**config.mk**
```make
export PLATFORM = sky130hd
export DESIGN_NAME = mpsoc_mem_arbiter
export DESIGN_NICKNAME = d
export VERILOG_FILES = /design/src/rtl/mpsoc_mem_arb_pkg.sv /design/src/rtl/mpsoc_arb_grant.sv /design/src/rtl/mpsoc_mem_arbiter.sv
export SDC_FILE = /design/constraint.sdc
export NUM_CORES = 1
export LEC_CHECK = 0
export CAP_MARGIN = 20
export CORE_AREA = 2 2 97 99
export CTS_BUF_LIST = sky130_fd_sc_hd__clkbuf_4
export DETAILED_ROUTE_END_ITERATION = 8
export DIE_AREA = 0 0 99 101
export GPL_TIMING_DRIVEN = 0
export PLACE_DENSITY = 0.76
export SYNTH_ARGS = -nofsm -noshare
export SYNTH_HDL_FRONTEND = slang
export SYNTH_SLANG_ARGS = --single-unit
```
**constraint.sdc**
```tcl
create_clock -name clk -period 5.75 [get_ports clk]
set_clock_uncertainty 0.15 [all_clocks]
set_input_delay 0.575 -clock clk [delete_from_list [all_inputs] [get_ports clk]]
set_output_delay 0.575 -clock clk [all_outputs]
set_load 0.01 [all_outputs]
```
**src/rtl/mpsoc_mem_arb_pkg.sv**
```systemverilog
// Shared types and constants for the two-master memory arbiter.
// Build option: define MPSOC_MEM_ARB_RR_EN for round-robin contention
// resolution. Without it, master 0 has fixed priority.
package mpsoc_mem_arb_pkg;

  // One bit is enough to name either master.
  typedef logic master_id_t;

  localparam int NUM_MASTERS = 2;

  localparam master_id_t MASTER_0 = 1'b0;
  localparam master_id_t MASTER_1 = 1'b1;

  localparam int DEFAULT_ADDR_W   = 11;
  localparam int DEFAULT_DATA_W   = 32;
  localparam int DEFAULT_HOLD_MAX = 4;

  // Returns the master that is not 'id'.
  function automatic master_id_t other_master(input master_id_t id);
    return ~id;
  endfunction

  // Returns the one-hot grant vector that selects master 'id'.
  function automatic logic [NUM_MASTERS-1:0] onehot_of(input master_id_t id);
    return (id == MASTER_1) ? 2'b10 : 2'b01;
  endfunction

endpackage

```
**src/rtl/mpsoc_arb_grant.sv**
```systemverilog
// Grant logic for the two-master memory arbiter.
// Produces a one-hot grant each cycle from the current requests, the last
// granted master and the consecutive-grant counter. Policy is selected by
// MPSOC_MEM_ARB_RR_EN (round-robin when defined, master 0 priority when not).
// In both policies a master that has held the memory for HOLD_MAX issues
// while the other master waits gives way.
module mpsoc_arb_grant
  import mpsoc_mem_arb_pkg::*;
#(
  parameter int HOLD_MAX = DEFAULT_HOLD_MAX
) (
  input  logic                   clk,
  input  logic                   reset,
  input  logic [NUM_MASTERS-1:0] req,
  output logic [NUM_MASTERS-1:0] grant
);

  localparam int CNT_W = $clog2(HOLD_MAX + 1);
  localparam logic [CNT_W-1:0] HOLD_LIMIT = CNT_W'(HOLD_MAX);

  master_id_t       last_grant;
  logic [CNT_W-1:0] hold_cnt;
  master_id_t       granted_id;
  logic             hold_expired;

  assign granted_id   = grant[1];
  assign hold_expired = (hold_cnt == HOLD_LIMIT);

  // Choose which master owns the memory this cycle; nobody owns it in reset.
  always_comb begin
    grant = '0;
    if (!reset) begin
      case (req)
        2'b01:   grant = 2'b01;
        2'b10:   grant = 2'b10;
        2'b11: begin
          if (hold_expired) begin
            grant = onehot_of(other_master(last_grant));
          end else begin
`ifdef MPSOC_MEM_ARB_RR_EN
            grant = onehot_of(other_master(last_grant));
`else
            grant = onehot_of(MASTER_0);
`endif
          end
        end
        default: grant = '0;
      endcase
    end
  end

  // Track who issued last and how many issues in a row it has made; the
  // counter saturates so a lone requester never wraps it back below the limit.
  always_ff @(posedge clk) begin
    if (reset) begin
      last_grant <= MASTER_1;
      hold_cnt   <= '0;
    end else if (grant == '0) begin
      hold_cnt <= '0;
    end else if (granted_id == last_grant) begin
      if (!hold_expired) begin
        hold_cnt <= hold_cnt + CNT_W'(1);
      end
    end else begin
      last_grant <= granted_id;
      hold_cnt   <= CNT_W'(1);
    end
  end

endmodule

```
**src/rtl/mpsoc_mem_arbiter.sv**
```systemverilog
// Two-master arbiter in front of a single-port synchronous RAM.
// Each cycle at most one master is granted and its command goes straight to
// the RAM. Reads return one cycle later and are routed back to the issuing
// master through a one-entry tag. Define MPSOC_MEM_ARB_RR_EN for
// round-robin arbitration; the default build uses master 0 priority.
module mpsoc_mem_arbiter
  import mpsoc_mem_arb_pkg::*;
#(
  parameter  int ADDR_W   = DEFAULT_ADDR_W,
  parameter  int DATA_W   = DEFAULT_DATA_W,
  parameter  int HOLD_MAX = DEFAULT_HOLD_MAX,
  localparam int BE_W     = DATA_W / 8
) (
  input  logic              clk,
  input  logic              reset,

  input  logic [ADDR_W-1:0] m0_address,
  input  logic [BE_W-1:0]   m0_byteenable,
  input  logic              m0_read,
  input  logic              m0_write,
  input  logic [DATA_W-1:0] m0_writedata,
  output logic [DATA_W-1:0] m0_readdata,
  output logic              m0_readdatavalid,
  output logic              m0_waitrequest,

  input  logic [ADDR_W-1:0] m1_address,
  input  logic [BE_W-1:0]   m1_byteenable,
  input  logic              m1_read,
  input  logic              m1_write,
  input  logic [DATA_W-1:0] m1_writedata,
  output logic [DATA_W-1:0] m1_readdata,
  output logic              m1_readdatavalid,
  output logic              m1_waitrequest,

  output logic [ADDR_W-1:0] mem_address,
  output logic [BE_W-1:0]   mem_byteenable,
  output logic              mem_chipselect,
  output logic              mem_write,
  output logic [DATA_W-1:0] mem_writedata,
  output logic              mem_clken,
  input  logic [DATA_W-1:0] mem_readdata
);

  logic [NUM_MASTERS-1:0] req;
  logic [NUM_MASTERS-1:0] grant;
  logic                   read_issue;
  logic                   rd_valid;
  master_id_t             rd_id;

  // A write wins over a read presented in the same cycle.
  assign req = {m1_read | m1_write, m0_read | m0_write};

  mpsoc_arb_grant #(
    .HOLD_MAX (HOLD_MAX)
  ) u_grant (
    .clk   (clk),
    .reset (reset),
    .req   (req),
    .grant (grant)
  );

  // Steer the granted master's command onto the RAM port.
  always_comb begin
    mem_address    = m0_address;
    mem_byteenable = m0_byteenable;
    mem_writedata  = m0_writedata;
    mem_write      = 1'b0;
    read_issue     = 1'b0;
    if (grant[1]) begin
      mem_address    = m1_address;
      mem_byteenable = m1_byteenable;
      mem_writedata  = m1_writedata;
      mem_write      = m1_write;
      read_issue     = m1_read & ~m1_write;
    end else if (grant[0]) begin
      mem_write      = m0_write;
      read_issue     = m0_read & ~m0_write;
    end
  end

  assign mem_chipselect = |grant;
  assign mem_clken      = ~reset;

  // Stall every master during reset; otherwise only a requester that lost.
  always_comb begin
    m0_waitrequest = 1'b1;
    m1_waitrequest = 1'b1;
    if (!reset) begin
      m0_waitrequest = req[0] & ~grant[0];
      m1_waitrequest = req[1] & ~grant[1];
    end
  end

  // Remember for exactly one cycle which master owns the read data in flight.
  always_ff @(posedge clk) begin
    if (reset) begin
      rd_valid <= 1'b0;
      rd_id    <= MASTER_0;
    end else begin
      rd_valid <= read_issue;
      rd_id    <= grant[1];
    end
  end

  // Both masters see the RAM data; only the tagged one sees it as valid.
  always_comb begin
    m0_readdata      = mem_readdata;
    m1_readdata      = mem_readdata;
    m0_readdatavalid = ~reset & rd_valid & (rd_id == MASTER_0);
    m1_readdatavalid = ~reset & rd_valid & (rd_id == MASTER_1);
  end

endmodule

```
**Run 1: pin map**

Scale: 4 px per um. Pins as bars across the die edge, other pins in gray.
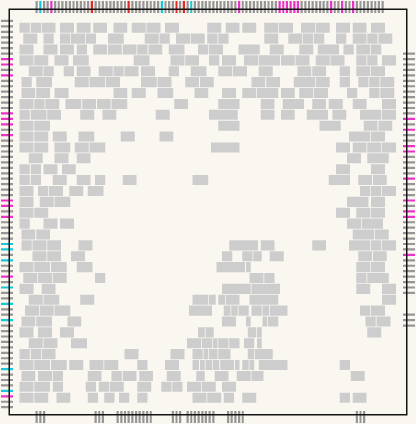
- red: `m0_byteenable` (pins 4; direction input; edge top)
- magenta: `m1_writedata` (pins 32; direction input; edge 12 left, 11 top, 9 right)
- cyan: `m1_address` (pins 11; direction input; edge 8 left, 3 top)
- all pins by edge: 95 top, 72 left, 48 right, 35 bottom

**Run 1: selected gate families**

Scale: 4 px per um.
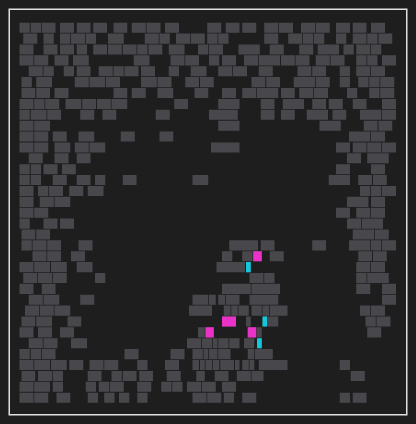
- magenta: AND and OR gates (cells 4; where bottom center)
- cyan: inverters (cells 3)
logic gate fraction of the total cell area: 0.223
Non-Filler Instances: 495
most frequent logic cell in the layout: clkdlybuf4s50_1

==> notes.md, run 1 <==
run metrics: outcome=complete, no violations, Die Wd=99 um, NumNets Final=520, deepest clock path buffer count=2, Seq share, synth=0.0778, startpoint types=primary input, mux frac, synth=0.389, post-synthesis instance area=1540 um^2, overall power=0.367 mW, via count=1973, initial antenna violation count=0, worst path bufs/invs=4, post-synthesis adder-cell area fraction=0.0162, Ys Warns=0, FF/Latch Area=120 um^2, met1 wire length=2.25 mm, DR iter-0 viols=21, clk sinks=6, post-layout util=0.432, IO Pins=250, beginning of the worst hold path=u_grant.hold_cnt[1]$_SDFFE_PP0P_, Post-Syn Area per Cell=9.41 um^2, Port Buffers=217, fin. max-slew vios=0, syn nets=298, R2R depth=7, setup_tns=0 ps, Net Sw Frac=0.272, worst setup path category=in2out, Worst-path clk slew=50 ps, Worst R2R End=rd_id$_SDFF_PP0_, power share of the clock group=0.104, Tightest Hold Check Type=reg2reg, # Cells Yosys=164, RR Startpoint=u_grant.hold_cnt[0]$_SDFFE_PP0P_, Top Layout Cells=clkdlybuf4s50_1, buf_4, mux2_2, largest net degree at the start of global routing=11, Comb pwr share=0.769, placed cell count=492, clk pwr=0.0384 mW, clock buffer count=3, Seq pwr share=0.126, Slew @ Worst Pin=393 ps, DP HPWL=5.85 mm, Critical Path Most Common Cell=clkdlybuf4s50_1, yosys stat area=1540 um^2, Tmin final=3640 ps, share of layout cells above drive strength 1=0.323, CP max stage delay=500 ps, clock network contribution to total cell area=0.00581, cell taking the most area after synthesis=buf_4, CTS tree=built, fin crit share=0.634, cells after synthesis=164, combinational gate count=86, GRT Max-Usage Layer=met2, Core ar.=8980 um^2, WHS Endpoint=u_grant.hold_cnt[1]$_SDFFE_PP0P_, Clock Tree Root=clkbuf_4, Leading cell kind=buffers, RSZ-0062 raised after global routing=false, post-CTS sizing=0, flop2flop setup slack=3900 ps, total gr overflow=0, NonClk Buf Share=0.701, Worst EP required=5030 ps, die area=10000 um^2, Worst Setup EP=mem_writedata[17], WL per Instance=13.3 um, Pleak=1.59 nW, Comb area=866 um^2, Pre-antenna DRT Iters=4, GR Util met3=0.0326
**Run 1: cells by drive strength**

Scale: 4 px per um.
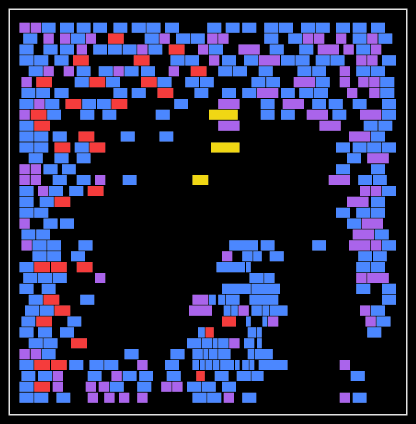
- blue: _0 and _1 cells (cells 260; share 68%)
- red: _2 cells (cells 31; share 8.1%)
- yellow: _6 and larger (cells 3; share 0.78%)
- purple: _3 and _4 cells (cells 90; share 23%)

## Run 2: what changed since run 1
--- a/config.mk
+++ b/config.mk
@@ -11,7 +11,7 @@
 export DETAILED_ROUTE_END_ITERATION = 8
 export DIE_AREA = 0 0 99 101
 export GPL_TIMING_DRIVEN = 0
-export PLACE_DENSITY = 0.76
+export PLACE_DENSITY = 0.78
 export SYNTH_ARGS = -nofsm -noshare
 export SYNTH_HDL_FRONTEND = slang
 export SYNTH_SLANG_ARGS = --single-unit
==> constraint.sdc (replaced) <==
create_clock -name clk -period 2.95 [get_ports clk]
set_clock_uncertainty 0.15 [all_clocks]
set_input_delay 0.295 -clock clk [delete_from_list [all_inputs] [get_ports clk]]
set_output_delay 0.295 -clock clk [all_outputs]
set_load 0.01 [all_outputs]
**Run 2: selected gate families**

Scale: 4 px per um.
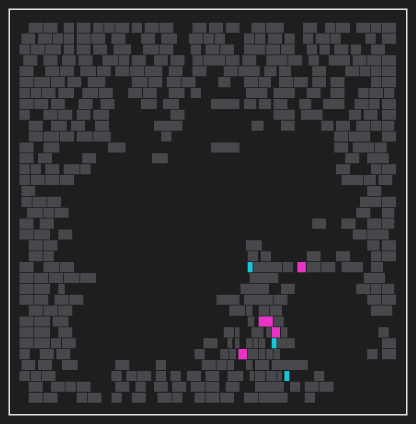
- cyan: inverters (cells 3)
- magenta: AND and OR gates (cells 4)
logic gate fraction of the total cell area: 0.224
Non-Filler Instances: 501

**Run 2: wires at chosen ports, followed through buffers**

Scale: 3 px per um.
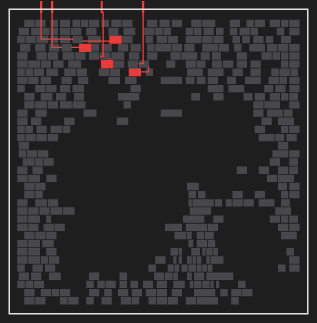
- red: `m0_byteenable` (bits 4; direction input; end cells 4; wire 94.5 um)

==> notes.md, run 2 <==
run metrics: Top Layout Cells=clkdlybuf4s50_1, buf_4, mux2_2, combinational gate count=86, post-synthesis adder-cell area fraction=0.0162, Tmin final=2870 ps, power share of the clock group=0.112, placement-stage cell area=3850 um^2, critical path depth=11, ys async rst share=0, NumNets Final=526, Top Consumer=combinational cells, largest net degree at the start of global routing=11, initial antenna violation count=0, IO Pins=250, Seq share, synth=0.0778, beginning of the worst hold path=u_grant.hold_cnt[1]$_SDFFE_PP0P_, overall power=0.716 mW, Cell Int Power=0.515 mW, R2R depth=9, Inserted Diodes=0, TritonCTS buffer count=3, mux frac, synth=0.389, combinational power=0.545 mW, Worst EP required=2510 ps, Pre-antenna DRT Iters=4, Leading cell kind=buffers, Port Buffers=217, Setup Viol. Count Final=0, worst setup path category=reg2out, Non-Clock Inverter Count=3, Die Wd=99 um, clock network contribution to total cell area=0.00570, CP max stage delay=380 ps, Critical Path Most Common Cell=buf_6, share of layout cells above drive strength 1=0.338, startpoint types=flip-flop, Compound Share, Synth=0.0624, Registers, synthesis=6, flop2flop setup slack=1100 ps, Clock Tree Root=clkbuf_4, yosys stat area=1540 um^2, fin crit share=0.974, fin. max-slew vios=0, RePlAce Congestion=0.768, Fin Hold WS=362 ps, Final ANT Viol Nets=0, cell taking the most area after synthesis=buf_4, post-CTS sizing=22, GR Util met3=0.0208, Basic Gates by Area=0.0875, first-pass GRT wire length=9.10 mm, total gr overflow=0, FFs & Latches=6, Slew @ Worst Pin=390 ps, Pleak=1.71 nW, syn nets=298, max cap viols=0, most frequent logic cell in the layout=clkdlybuf4s50_1, # Cells Yosys=164, DP HPWL=5.70 mm, GRT Max-Usage Layer=met2, Net Sw Frac=0.281, FILL cells=846, Largest delay share family, worst path=buffers and inverters, PD cells=181 nW/um^2, Tightest Hold Check Type=reg2reg, cells after synthesis=164, Core ar.=8980 um^2, NonClk Buf Share=0.702, via count=1986, Final Hold Vio Count=0, Worst-path clk slew=50 ps, Post-synth top flop=dfxtp_1, register bank with the most flops=u_grant.hold_cnt, Post-Syn Area per Cell=9.41 um^2, CTS tree=built, die area=10000 um^2, Seq pwr share=0.127, top sig layer=met4, Largest register FFs=3, # rows=35, Top-area cell share=0.321, nonclk buf count=292, RR Startpoint=u_grant.hold_cnt[0]$_SDFFE_PP0P_, deepest clock path buffer count=2, setup bufs post-CTS=3, Comb area=883 um^2, Log Warnings=27, DR iter-0 viols=8, xor/xnor share=0.00567, WHS Endpoint=u_grant.hold_cnt[1]$_SDFFE_PP0P_, vias in the first global route=1943, placed cell count=492, final instance area=3950 um^2, setup_tns=0 ps, Worst Setup EP=mem_writedata[14], met1 wire length=2.35 mm, clk sinks=6, Ys Warns=0, WL per Instance=13.1 um, Residual DRC=0, FF/Latch Area=120 um^2, Comb pwr share=0.761, post-synthesis instance area=1540 um^2, pre-CTS WS=-199 ps, clock buffer count=3, area growth from synthesis to layout=156%, hold depth=2, outcome=complete, no violations, met1 Use GR=0.129, clk pwr=0.0802 mW, top cells, area=buf_4, mux2_2, mux2_4, Slew Limit Headroom=0.739, worst path bufs/invs=6, post-layout util=0.440, met2 wire len=3.56 mm, Worst R2R End=rd_id$_SDFF_PP0_, Sw Pwr=0.201 mW, GRT Total Usage=0.110, fp util=0.172, clk_lat worst skew=260 ps
## Run 3: what changed since run 2
--- a/config.mk
+++ b/config.mk
@@ -5,13 +5,15 @@
 export SDC_FILE = /design/constraint.sdc
 export NUM_CORES = 1
 export LEC_CHECK = 0
+export ABC_CLOCK_PERIOD_IN_PS = 2900
 export CAP_MARGIN = 20
-export CORE_AREA = 2 2 97 99
+export CORE_AREA = 2 2 96 98
 export CTS_BUF_LIST = sky130_fd_sc_hd__clkbuf_4
 export DETAILED_ROUTE_END_ITERATION = 8
-export DIE_AREA = 0 0 99 101
+export DIE_AREA = 0 0 98 100
 export GPL_TIMING_DRIVEN = 0
-export PLACE_DENSITY = 0.78
+export PLACE_DENSITY = 0.77
+export REMOVE_ABC_BUFFERS = 1
 export SYNTH_ARGS = -nofsm -noshare
 export SYNTH_HDL_FRONTEND = slang
 export SYNTH_SLANG_ARGS = --single-unit
==> constraint.sdc (replaced) <==
create_clock -name clk -period 2.9 [get_ports clk]
set_clock_uncertainty 0.15 [all_clocks]
set_input_delay 0.29 -clock clk [delete_from_list [all_inputs] [get_ports clk]]
set_output_delay 0.29 -clock clk [all_outputs]
set_load 0.01 [all_outputs]
**Run 3: selected gate families**

Scale: 4 px per um.
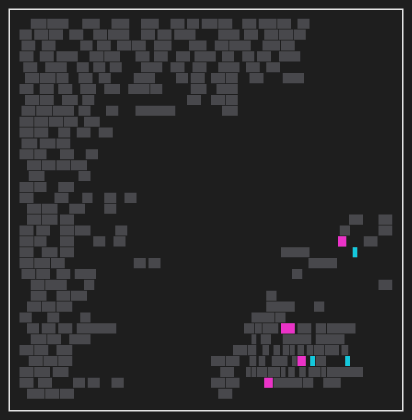
- magenta: AND and OR gates (cells 4; where lower right)
- cyan: inverters (cells 3)

**Run 3: cells by drive strength**

Scale: 4 px per um.
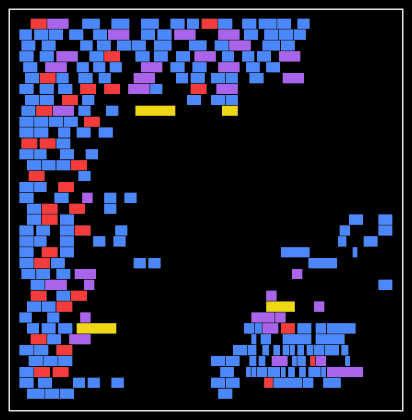
- yellow: _6 and larger (cells 4; share 1.5%)
- purple: _3 and _4 cells (cells 31; share 12%)
- red: _2 cells (cells 31; share 12%)
- blue: _0 and _1 cells (cells 194; share 75%)
area growth from synthesis to layout: 81.5%
slack of the critical path: 88.7 ps
final instance area: 2800 um^2
nonclk buf count: 162

==> notes.md, run 3 <==
run metrics: setup_tns=0 ps, # Cells Yosys=164, initial antenna violation count=0, Registers, synthesis=6, Top-area cell share=0.321, Post-synth top flop=dfxtp_1, Basic Gates by Area=0.0875, most frequent logic cell in the layout=clkdlybuf4s50_1, clock network contribution to total cell area=0.00804, flop2flop setup slack=1230 ps, Fin Hold WS=365 ps, yosys stat area=1540 um^2, IO Pins=250, placed cell count=361, combinational gate count=86, Final ANT Viol Nets=0, # rows=35, xor/xnor share=0.00567, logic gate fraction of the total cell area=0.315, worst setup path category=in2out, GR Util met3=0.117, top cells, area=buf_4, mux2_2, mux2_4, Post-Syn Area per Cell=9.41 um^2, Seq pwr share=0.172, clk_lat worst skew=250 ps, post-layout util=0.315, Critical Path Most Common Cell=nor2_4, Tightest Hold Check Type=reg2reg, Die Wd=98 um, post-synthesis adder-cell area fraction=0.0162, Core ar.=8890 um^2, RePlAce Congestion=0.695, Cell Int Power=0.379 mW, fin. max-slew vios=0, die area=9800 um^2, vias in the first global route=1667, Comb pwr share=0.677, startpoint types=primary input, R2R depth=7, clk pwr=0.0811 mW, cell taking the most area after synthesis=buf_4, Worst Setup EP=mem_writedata[23], via count=1597, ys async rst share=0, Residual DRC=0, pre-CTS WS=-664 ps, hold depth=2, Port Buffers=153, WL per Instance=20.3 um, FFs & Latches=6, Non-Filler Instances=371, NumNets Final=396, cells after synthesis=164, power share of the clock group=0.151, fin crit share=0.969, Comb area=883 um^2, Slew Limit Headroom=0.750, register bank with the most flops=u_grant.hold_cnt, CP max stage delay=510 ps, placement-stage cell area=2710 um^2, Worst-path clk slew=50 ps, beginning of the worst hold path=u_grant.hold_cnt[1]$_SDFFE_PP0P_, fp util=0.174, Top Consumer=combinational cells, outcome=complete, no violations, Tmin final=2810 ps, deepest clock path buffer count=2, Clock Tree Root=clkbuf_4, Sw Pwr=0.157 mW, Ys Warns=0, combinational power=0.362 mW, Pre-antenna DRT Iters=4, Slew @ Worst Pin=374 ps, NonClk Buf Share=0.580, post-CTS sizing=43, Worst R2R End=rd_valid$_SDFF_PP0_, CTS tree=built, Log Warnings=26, share of layout cells above drive strength 1=0.254, GRT Total Usage=0.142, Non-Clock Inverter Count=3, post-synthesis instance area=1540 um^2

==> notes/layouts.md <==
Pictures saved along the way, in no particular order.

Placed standard cells.
Plate I
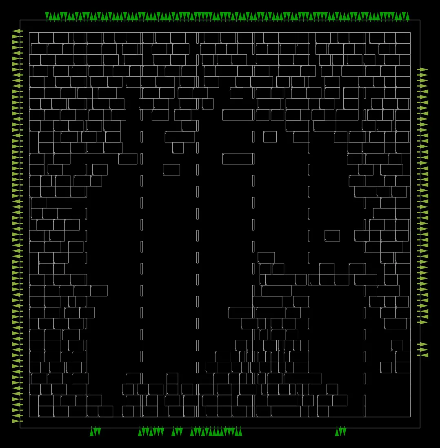
Plate II
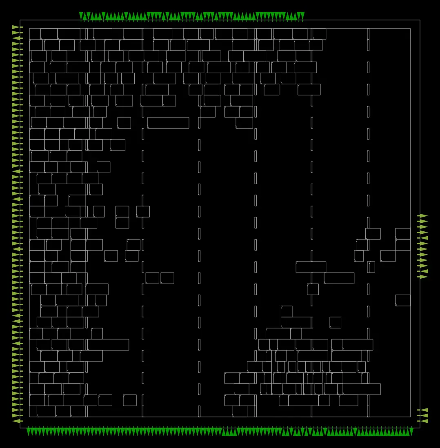
Plate II: run 3
Plate I: run 2
- most cells: Plate I
- highest utilization: Plate I

Power is estimated from default activity; no workload was simulated.
